==> src/rtl/ahb_lite_interconnect.sv <==
// ahb_lite_interconnect: single-manager AHB-Lite decoder, registered response mux and default slave.
// Optional stall watchdog and per-slave masking enabled with `define HREADY_TIMEOUT_EN.
`default_nettype none

module ahb_lite_interconnect #(
  parameter int          NUM_SLAVES     = 6,
  parameter logic [3:0]  MEM_REGION     = 4'h0,
  parameter logic [3:0]  PERIPH_REGION  = 4'h5,
  parameter int          SLOT_LSB       = 16,
  parameter int          TIMEOUT_CYCLES = 255
) (
  input  logic                       HCLK,
  input  logic                       HRESETn,
  input  logic [31:0]                HADDR,
  input  logic [1:0]                 HTRANS,
  output logic [NUM_SLAVES-1:0]      HSEL,
  input  logic [32*NUM_SLAVES-1:0]   HRDATA_S,
  input  logic [NUM_SLAVES-1:0]      HREADYOUT_S,
  input  logic [NUM_SLAVES-1:0]      HRESP_S,
`ifdef HREADY_TIMEOUT_EN
  output logic                       TIMEOUT,
`endif
  output logic [31:0]                HRDATA,
  output logic                       HREADY,
  output logic                       HRESP
);

  localparam int SLOT_W = ((NUM_SLAVES - 1) > 1) ? $clog2(NUM_SLAVES - 1) : 1;

  typedef enum logic [1:0] {
    DS_OK   = 2'd0,
    DS_ERR1 = 2'd1,
    DS_ERR2 = 2'd2
  } ds_state_e;

  ds_state_e             state_q, state_d;
  logic [NUM_SLAVES-1:0] sel_q, sel_d;
  logic                  ds_q, ds_d;
  logic [NUM_SLAVES-1:0] dec_sel;
  logic                  dec_ds;
  logic [31:0]           slot_idx;
  logic                  xfer_active;
  logic                  ds_accept;
  logic                  abort;
  logic [NUM_SLAVES-1:0] mask;

  assign xfer_active = HTRANS[1];
  assign slot_idx    = 32'(HADDR[SLOT_LSB +: SLOT_W]) + 32'd1;

  // Address-phase decode; masked slaves fall through to the default slave.
  always_comb begin
    dec_sel = '0;
    dec_ds  = 1'b1;
    if (HADDR[31:28] == MEM_REGION) begin
      dec_sel[0] = 1'b1;
      dec_ds     = 1'b0;
    end else if (HADDR[31:28] == PERIPH_REGION) begin
      for (int i = 1; i < NUM_SLAVES; i++) begin
        if (slot_idx == 32'(i)) begin
          dec_sel[i] = 1'b1;
          dec_ds     = 1'b0;
        end
      end
    end
    if ((dec_sel & mask) != '0) begin
      dec_sel = '0;
      dec_ds  = 1'b1;
    end
  end

  assign HSEL      = dec_sel;
  assign ds_accept = HREADY && xfer_active && dec_ds;

  // Data-phase select and default-slave FSM next state.
  always_comb begin
    sel_d   = sel_q;
    ds_d    = ds_q;
    state_d = state_q;
    if (abort) begin
      sel_d   = '0;
      ds_d    = 1'b1;
      state_d = DS_ERR1;
    end else begin
      if (HREADY) begin
        sel_d = dec_sel;
        ds_d  = dec_ds && xfer_active;
      end
      case (state_q)
        DS_OK:   state_d = ds_accept ? DS_ERR1 : DS_OK;
        DS_ERR1: state_d = DS_ERR2;
        DS_ERR2: state_d = ds_accept ? DS_ERR1 : DS_OK;
        default: state_d = DS_OK;
      endcase
    end
  end

  always_ff @(posedge HCLK or negedge HRESETn) begin
    if (!HRESETn) begin
      state_q <= DS_OK;
      sel_q   <= '0;
      ds_q    <= 1'b0;
    end else begin
      state_q <= state_d;
      sel_q   <= sel_d;
      ds_q    <= ds_d;
    end
  end

  // Response mux: the default slave owns the bus while in an ERROR sequence.
  always_comb begin
    HRDATA = '0;
    HREADY = 1'b1;
    HRESP  = 1'b0;
    case (state_q)
      DS_ERR1: begin
        HREADY = 1'b0;
        HRESP  = 1'b1;
      end
      DS_ERR2: begin
        HREADY = 1'b1;
        HRESP  = 1'b1;
      end
      default: begin
        for (int i = 0; i < NUM_SLAVES; i++) begin
          if (sel_q[i]) begin
            HRDATA = HRDATA_S[32*i +: 32];
            HREADY = HREADYOUT_S[i];
            HRESP  = HRESP_S[i];
          end
        end
      end
    endcase
  end

`ifdef HREADY_TIMEOUT_EN
  localparam logic [7:0] TO_LAST = 8'(TIMEOUT_CYCLES - 1);

  logic [7:0]            cnt_q, cnt_d;
  logic                  timeout_q;
  logic [NUM_SLAVES-1:0] mask_q, mask_d;
  logic                  stall;

  assign stall = (state_q == DS_OK) && (sel_q != '0) && !HREADY;
  assign abort = stall && (cnt_q == TO_LAST);
  assign mask  = mask_q;

  always_comb begin
    cnt_d  = cnt_q;
    mask_d = mask_q & ~HREADYOUT_S;
    if (abort) begin
      cnt_d  = '0;
      mask_d = mask_d | sel_q;
    end else if (HREADY) begin
      cnt_d = '0;
    end else if (stall) begin
      cnt_d = cnt_q + 8'd1;
    end
  end

  always_ff @(posedge HCLK or negedge HRESETn) begin
    if (!HRESETn) begin
      cnt_q     <= '0;
      timeout_q <= 1'b0;
      mask_q    <= '0;
    end else begin
      cnt_q     <= cnt_d;
      timeout_q <= abort;
      mask_q    <= mask_d;
    end
  end

  assign TIMEOUT = timeout_q;
`else
  assign abort = 1'b0;
  assign mask  = '0;
`endif

  // ds_q mirrors the FSM entry condition and is kept for debug visibility.
  logic unused_bits;
  assign unused_bits = ^{HADDR, HTRANS, ds_q};

endmodule

`default_nettype wire

==> config.mk <==
export PLATFORM = sky130hd
export DESIGN_NAME = ahb_lite_interconnect
export DESIGN_NICKNAME = d
export VERILOG_FILES = /design/src/rtl/ahb_lite_interconnect.sv
export SDC_FILE = /design/constraint.sdc
export NUM_CORES = 1
export LEC_CHECK = 0
export CORE_AREA = 3 3 108 110
export DETAILED_ROUTE_END_ITERATION = 12
export DIE_AREA = 0 0 111 113
export PLACE_DENSITY = 0.77
export REMOVE_ABC_BUFFERS = 1
export SYNTH_ARGS = -nofsm -noshare
export SYNTH_HDL_FRONTEND = slang
export SYNTH_SLANG_ARGS = --single-unit
export TNS_END_PERCENT = 10
==> constraint.sdc <==
create_clock -name HCLK -period 2.05 [get_ports HCLK]
set_clock_uncertainty 0.2 [all_clocks]
set_input_delay 0.205 -clock HCLK [delete_from_list [all_inputs] [get_ports HCLK]]
set_output_delay 0.205 -clock HCLK [all_outputs]
set_load 0.005 [all_outputs]
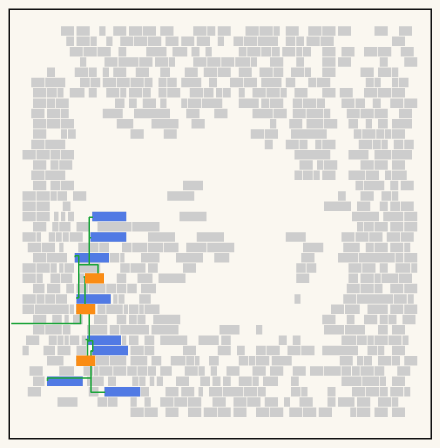
Run 1: routed clock nets over the placement
Key: clock-net drivers = orange [count 3]; clock wires = green [length 118 um]; flip-flops = blue [count 8]
There are 4 routed clock nets.

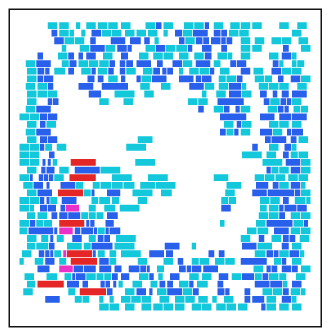
Run 1: cell classes on the final placement
Key: registers = red [cells 8, share of their area 3.6%]; remaining logic cells = blue [cells 251, share of their area 39%]; clock drivers and dummy loads = magenta [cells 4, share of their area 0.79%]; remaining buffers and delay cells = cyan [cells 332, share of their area 57%]

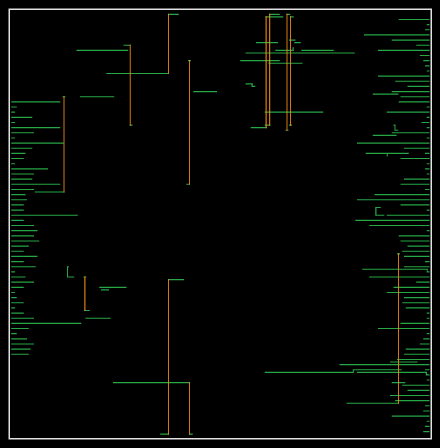
Run 1: signal wires by layer
Two of the layers only.
Key: M4 = orange [wire length 315 um]; M3 = green [wire length 1080 um]

==> out/results.ini, run 1 <==
[place]
gp_routability_congestion=0.960
buffer_ports.inserted=253
detailed_place.area_um2=5230
detailedPlace.worstSlack_ns=-0.484

[synth]
ys_dominant_reg_cell=dfrtp_1
postSynthSeqShare_pct=9.29
synth.largest_area_cell=a32o_1
fraction_of_synthesis_flops_using_an_asynchronous_set_or_reset_pin_pct=100
mappedNetlistArea_um2=2160
ys_chip_area_um2=2160
synth_cell_type_count=35
ys_cells=297
postSynthCellCount=297
fa_ha_area_share_pct=2.32
yosys_warnings=0
post_synth_mux_area_share_pct=1.57
synth_area_per_cell_um2=7.26
synth-edff-count=0
synth.cellmix.xorXnorShare_pct=0
ys_sh_simple_pct=24.7
netlist_top_cells_count=a21oi_1, nor2b_1, a221oi_1, clkbuf_1, nand2b_1
ys_seq_elements=8
dominant_kind_of_combinational_cell=AND-OR/OR-AND gates
yosysTopAreaCellShare_pct=14.4

[critical_path]
crit_path_max_incr_delay_ns=0.37
cp_num_cells=8
crit_path_end=HRDATA[21]
critical_path_cell_by_cell=nor2b_4 -> buf_12 -> buf_12 -> buf_8 -> a221oi_4 -> o31ai_2 -> a32o_1 -> buf_2
critical_path_peak_fanout=6
worstSetupPathType=register to output pin
r2r_start=sel_q[0]$_DFFE_PN0N_
crit-reg2reg-capture=sel_q[0]$_DFFE_PN0N_
r2r_cell_count=7
reg2reg_slack_ns=-0.17
timing.critical_path.slowest_stage_cell=dfrtp_1
critical_path_required_ns=1.64
critical_path_capture_point_type=output pin

[cells_and_area]
top_register=sel_q
reg.largest.list=sel_q: 6 flops, state_q: 2 flops
antenna_cells_inserted=0
layout.cells.most_common=clkdlybuf4s50_1
seqAreaFraction_pct=3.50
numSequentialCells=8
layout_cells_sized_above_1_pct=30.1
clkbuf_count=4
flow.area_growth_from_synthesis_pct=172
layout_top_cells_excl_fill_tap=clkdlybuf4s50_1, buf_4, a21oi_1
sequential_cell_area_um2=205
final_cells=735
final_net_count=840
comb_share_pct=37.1
comb.multi_input.count=243
layout.clock.cell_area_share_pct=0.767
num-nonclk-inverters=8
finish.utilization_pct=54.4
largest_cell_class=buffers
area_share_nonclk_buffers_pct=55.1
design_area_um2=5870

[die]
die.size.y_um=113
floorplan.core_util_pct=20.0
floorplan.tapcells=140
ios=280
dieWidth_um=111
core-area_um2=10800

[pwr]
totalPowerFinal_uw=3030
power.clock.fraction_pct=6.5
power_frac_seq_pct=6.6
power.clock.total_uw=198
combinational_power_share_pct=86.9
comb_power_uw=2630
netSwitchingPower_uw=1130
vdd_drop_max_uv=547
cellLeakagePower_uw=0.00229
p_seq_uw=199
internal_power_uw=1900
power.density_cell_area_nw_per_um2=516
switching_part_of_the_total_pct=37.4

[global_routing]
overflow=0
antenna_found_initial=0
wire_length_of_the_first_global_routing_pass_um=21800
via_count_of_the_first_global_routing_pass=4095
grt_use_met2_pct=39.5
grt_use_total_pct=21.0
grt_util_met3_pct=3.74

[sta]
final.hold.worst_slack_ns=0.0710
max_freq_mhz=444
tightestPinTransition_ns=0.415
slew_violations=0
relative_slew_slack_pct=72.1
hold_viol=0
total_setup_violations_reported_at_the_end_of_the_flow=34
rsz0062_at_grt=yes
fin_ws_ns=-0.204
fin_tns_setup_ns=-4.27

[routing]
routed-via-count=3830
ant_nets=0
met1_wire_length_um=5400
drt_first_iter_violations=225
remaining_design_rule_violation_count=0
routed_length_per_instance_um=19.0
wl_met3_um=1080

[clock_tree]
path_clk_slew_ns=0.04
tritoncts=yes
post_cts_resize_count=209
number_of_buffers_inserted_by_hold_repair_at_cts=0
clock_root_buffer=clkbuf_8
clock_tree.htree_level_count=1
clock_path_buffers=2
count_of_clock_tree_sinks=8
clock.latency.late_pin_ns=0.23

[worst_hold_path]
hp-class=primary input to async pin

[run_status]
outcome=finished, violations left
violations=setup timing

[job]
max_cap_violations=0
stage_log_warnings=56

--- run 2 (diff from run 1) ---
CORE_AREA = 3 3 107 109   (was 3 3 108 110)
DIE_AREA = 0 0 110 112   (was 0 0 111 113)
PLACE_DENSITY = 0.76   (was 0.77)
clock period = 2.1 ns   (was 2.05 ns; I/O delays follow)
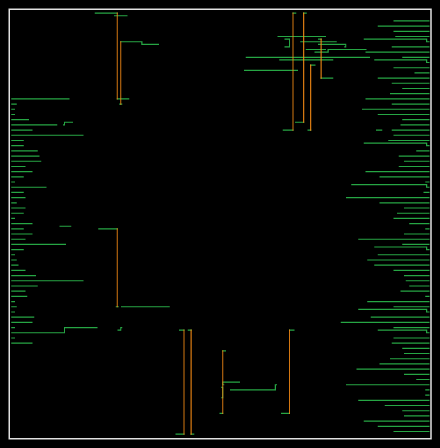
Run 2: signal wires by layer
Two of the layers only.
Key: M4 = orange [wire length 238 um]; M3 = green [wire length 1280 um]

==> out/results.ini, run 2 <==
[synth]
fa_ha_area_share_pct=2.32  ; unchanged
synth_cell_type_count=35  ; unchanged
ys_sh_simple_pct=24.7  ; unchanged
ys_dominant_reg_cell=dfrtp_1
yosysTopAreaCellShare_pct=14.4  ; unchanged
netlist_top_cells_count=a21oi_1, nor2b_1, a221oi_1, clkbuf_1, nand2b_1
postSynthCellCount=297  ; unchanged
ys_seq_elements=8  ; unchanged
ys_chip_area_um2=2160  ; unchanged
synth.cellmix.xorXnorShare_pct=0  ; unchanged
synth_area_per_cell_um2=7.26  ; unchanged
mappedNetlistArea_um2=2160  ; unchanged
postSynthSeqShare_pct=9.29  ; unchanged
fraction_of_synthesis_flops_using_an_asynchronous_set_or_reset_pin_pct=100  ; unchanged
yosys_warnings=0  ; unchanged

[run_status]
outcome=finished, violations left
violations=setup timing

[sta]
hold_viol=0  ; unchanged
total_setup_violations_reported_at_the_end_of_the_flow=37  ; +8.8%
final.hold.worst_slack_ns=0.0840  ; +0.0129 ns
relative_slew_slack_pct=71.1  ; -0.97 points
rsz0062_at_grt=yes
slew_violations=0  ; unchanged
tightestPinTransition_ns=0.432  ; +0.0170 ns
fin_ws_ns=-0.150  ; +0.0545 ns

[critical_path]
r2r_start=sel_q[0]$_DFFE_PN0N_
r2r_cell_count=7  ; unchanged
crit_path_end=HRDATA[1]
critical_path_required_ns=1.69  ; +0.05 ns
timing.critical_path.slowest_stage_cell=dfrtp_1
crit_path_max_incr_delay_ns=0.39  ; +0.02 ns
critical_path_capture_point_type=output pin
reg2reg_slack_ns=-0.11  ; +0.06 ns
cp_num_cells=7  ; -1

[cells_and_area]
area_share_nonclk_buffers_pct=53.7  ; -1.4 points
top_register=sel_q
sequential_cell_area_um2=204  ; -0.61%
comb.multi_input.count=243  ; unchanged
seqAreaFraction_pct=3.56  ; +0.068 points
flow.area_growth_from_synthesis_pct=165
layout_cells_sized_above_1_pct=25.8  ; -4.2 points
design_area_um2=5720  ; -2.5%
final_cells=709  ; -3.5%
num-nonclk-inverters=8  ; unchanged

[pwr]
p_seq_uw=196  ; about the same
cellLeakagePower_uw=0.00216  ; -5.9%
totalPowerFinal_uw=2780  ; -8.4%
switching_part_of_the_total_pct=37.5  ; +0.14 points
internal_power_uw=1730  ; -8.7%
vdd_drop_max_uv=297  ; -46%

[job]
stage_log_warnings=56  ; unchanged
max_cap_violations=0  ; unchanged

[global_routing]
grt_use_total_pct=20.0  ; -1.0 points
wire_length_of_the_first_global_routing_pass_um=19900  ; -8.7%
grt_use_met2_pct=37.3  ; -2.1 points
via_count_of_the_first_global_routing_pass=3949  ; -3.6%

[die]
die.size.y_um=112  ; -0.88%
floorplan.core_util_pct=20.2  ; +0.18 points
core-area_um2=10700  ; -0.88%
dieWidth_um=110  ; -0.90%
ios=280  ; unchanged

[worst_hold_path]
hp-class=primary input to async pin

[routing]
wl_met3_um=1280  ; +19%
ant_nets=0  ; unchanged
routed_length_per_instance_um=19.1  ; +0.26%
remaining_design_rule_violation_count=0  ; unchanged
routed-via-count=3674  ; -4.1%

[place]
detailedPlace.worstSlack_ns=-0.407  ; +0.0772 ns
gp_routability_congestion=0.926  ; -3.5%
detailed_place.area_um2=5120  ; -2.1%
buffer_ports.inserted=253  ; unchanged

[clock_tree]
clock_root_buffer=clkbuf_8
clock_path_buffers=2  ; unchanged
path_clk_slew_ns=0.05  ; about the same
tritoncts=yes
number_of_buffers_inserted_by_hold_repair_at_cts=0  ; unchanged

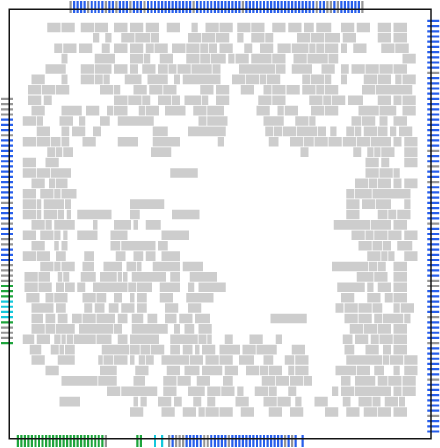
Run 2: pin map
Pins as bars across the die edge, other pins in grey.
Key: HADDR = green [pins 32, direction input, edge 27 south, 5 west]; HSEL = cyan [pins 6, direction output, edge 4 west, 2 south]; HRDATA_S = blue [pins 192, direction input, edge 71 north, 69 east, 29 south, 23 west]
All pins by edge: 84 north, 80 east, 68 south, 48 west.

--- run 3 (diff from run 2) ---
SKIP_CTS_REPAIR_TIMING = 1   (was unset)
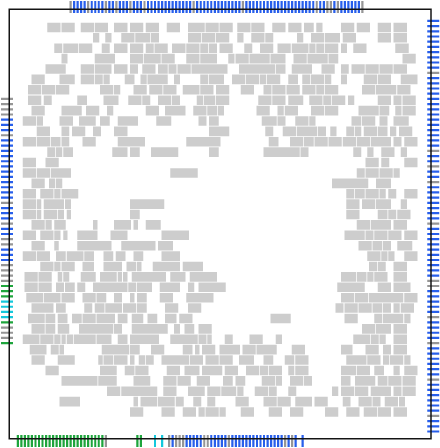
Run 3: pin map
Pins as bars across the die edge, other pins in grey.
Key: HSEL = cyan [pins 6, direction output, edge 4 west, 2 south]; HRDATA_S = blue [pins 192, direction input, edge 71 north, 69 east, 29 south, 23 west]; HADDR = green [pins 32, direction input, edge 27 south, 5 west]
All pins by edge: 84 north, 80 east, 68 south, 48 west.

==> out/results.ini, run 3 <==
[run_status]
outcome=finished, violations left
violations=setup timing

[place]
dp.final_hpwl_um=9980
gp_routability_congestion=0.926  ; unchanged
detailedPlace.worstSlack_ns=-0.407  ; unchanged
detailed_place.area_um2=5120  ; unchanged
buffer_ports.inserted=253  ; unchanged

[sta]
fin_ws_ns=-0.322  ; -0.172 ns
relative_slew_slack_pct=72.5  ; +1.4 points
final.hold.worst_slack_ns=0.0748  ; -0.00911 ns
fin_crit_ns=2.42
slew_violations=0  ; unchanged
tightestPinTransition_ns=0.411  ; -0.0208 ns
max_freq_mhz=413
hold_viol=0  ; unchanged
total_setup_violations_reported_at_the_end_of_the_flow=35  ; -5.4%
layout_worst_path_cycle_share_pct=115
rsz0062_at_grt=yes
fin_tns_setup_ns=-4.69

[critical_path]
crit-reg2reg-capture=sel_q[1]$_DFFE_PN0N_
worst_ep_arrival_time_ns=2.01
critical_path_required_ns=1.69  ; about the same
crit_path_end=HRDATA[11]
worstSetupPathType=register to output pin
reg2reg_slack_ns=-0.05  ; +0.06 ns
critPathLaunchType=register
top_cell_family_by_delay_on_the_critical_path=AND-OR/OR-AND gates
r2r_cell_count=6  ; -1
critical_path_capture_point_type=output pin
cp_num_cells=5  ; -2
worstSetupStartpoint=sel_q[1]$_DFFE_PN0N_
timing.critical_path.slowest_stage_cell=clkdlybuf4s50_1
r2r_start=sel_q[0]$_DFFE_PN0N_
crit_path_max_incr_delay_ns=0.47  ; +0.08 ns

[synth]
netlist_top_cells_count=a21oi_1, nor2b_1, a221oi_1, clkbuf_1, nand2b_1
ys_dominant_reg_cell=dfrtp_1
postSynthCellCount=297  ; unchanged
synth_cell_type_count=35  ; unchanged
ys_seq_elements=8  ; unchanged
synth-edff-count=0
fraction_of_synthesis_flops_using_an_asynchronous_set_or_reset_pin_pct=100  ; unchanged
ys_sh_simple_pct=24.7  ; unchanged
yosys_warnings=0  ; unchanged
dominant_kind_of_combinational_cell=AND-OR/OR-AND gates
post_synth_mux_area_share_pct=1.57
ys_chip_area_um2=2160  ; unchanged
synth.cellmix.xorXnorShare_pct=0  ; unchanged
fa_ha_area_share_pct=2.32  ; unchanged
synth_area_per_cell_um2=7.26  ; unchanged
mappedNetlistArea_um2=2160  ; unchanged
yosysTopAreaCellShare_pct=14.4  ; unchanged
synth-compound-area-share_pct=53.5
synth.largest_area_cell=a32o_1
postSynthSeqShare_pct=9.29  ; unchanged
ys_cells=297
top_cells_by_area=a32o_1, a221oi_1, o31ai_1, nor2b_1, dfrtp_1

[pwr]
power_frac_seq_pct=7.4
comb_power_uw=2250
totalPowerFinal_uw=2650  ; -4.5%
internal_power_uw=1660  ; -4.1%
power.density_cell_area_nw_per_um2=465
cellLeakagePower_uw=0.00242  ; +12%
switching_part_of_the_total_pct=37.2  ; -0.30 points
power.clock.total_uw=201
p_seq_uw=197  ; about the same
combinational_power_share_pct=85.0
largestPowerGroup=combinational logic
vdd_drop_max_uv=338  ; +14%
power.clock.fraction_pct=7.6

[cells_and_area]
finish.utilization_pct=53.3
final_cells=712  ; +0.42%
largest_cell_class=buffers
flow.area_growth_from_synthesis_pct=164
seqAreaFraction_pct=3.58  ; +0.013 points
layout_cells_sized_above_1_pct=26.2  ; +0.39 points
numSequentialCells=8
reg.largest.list=sel_q: 6 flops, state_q: 2 flops
clkbuf_count=4
final.fill_count=948
sequential_cell_area_um2=204  ; unchanged
area_share_nonclk_buffers_pct=54.8  ; +1.1 points
final_net_count=817
comb_area_um2=2120
antenna_cells_inserted=0
top_register=sel_q
largest_register_ffs=6
n_all_buffers=309
comb.multi_input.count=243  ; unchanged
design_area_um2=5700  ; -0.37%
num-nonclk-inverters=8  ; unchanged
layout_top_cells_excl_fill_tap=clkdlybuf4s50_1, a21oi_1, nor2b_1

[die]
core-area_um2=10700  ; unchanged
floorplan.core_util_pct=20.2  ; unchanged
die.size.y_um=112  ; unchanged
chip_area_um2=12300
dieWidth_um=110  ; unchanged
core.rowCount=38
floorplan.tapcells=140
ios=280  ; unchanged

[routing]
maxUsedRoutingLayer=met4
route.final.wire_length_um=13200
drt_first_iter_violations=244
routed_length_per_instance_um=18.6  ; -2.7%
routed-via-count=3705  ; +0.84%
met1_wire_length_um=4930
wl_met3_um=1320  ; +3.2%
remaining_design_rule_violation_count=0  ; unchanged
met2_length_um=6820
firstDrtPassIters=5
via_per_inst=5.20
ant_nets=0  ; unchanged

[clock_tree]
count_of_clock_tree_sinks=8
clock.latency.late_pin_ns=0.23
clock_root_buffer=clkbuf_8
clock_tree.htree_level_count=1
clock_path_buffers=2  ; unchanged
path_clk_slew_ns=0.05  ; about the same
numCtsBuffers=3
tritoncts=yes

[worst_hold_path]
hp-class=primary input to async pin

[global_routing]
antenna_found_initial=0
overflow=0
grt_use_met2_pct=34.8  ; -2.5 points
via_count_of_the_first_global_routing_pass=3743  ; -5.2%
met1_usage_pct=21.3
grt_use_total_pct=18.6  ; -1.4 points
grt_util_met3_pct=3.83
grt_max_degree=36
wire_length_of_the_first_global_routing_pass_um=18700  ; -5.9%
global_route.peak_usage_layer=met2

[job]
max_cap_violations=0  ; unchanged
stage_log_warnings=55  ; -1.8%

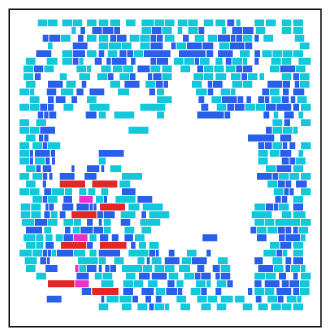
Run 3: cell classes on the final placement
Key: registers = red [cells 8, share of their area 3.7%]; clock drivers and dummy loads = magenta [cells 4, share of their area 0.82%]; remaining logic cells = blue [cells 251, share of their area 39%]; remaining buffers and delay cells = cyan [cells 309, share of their area 57%]

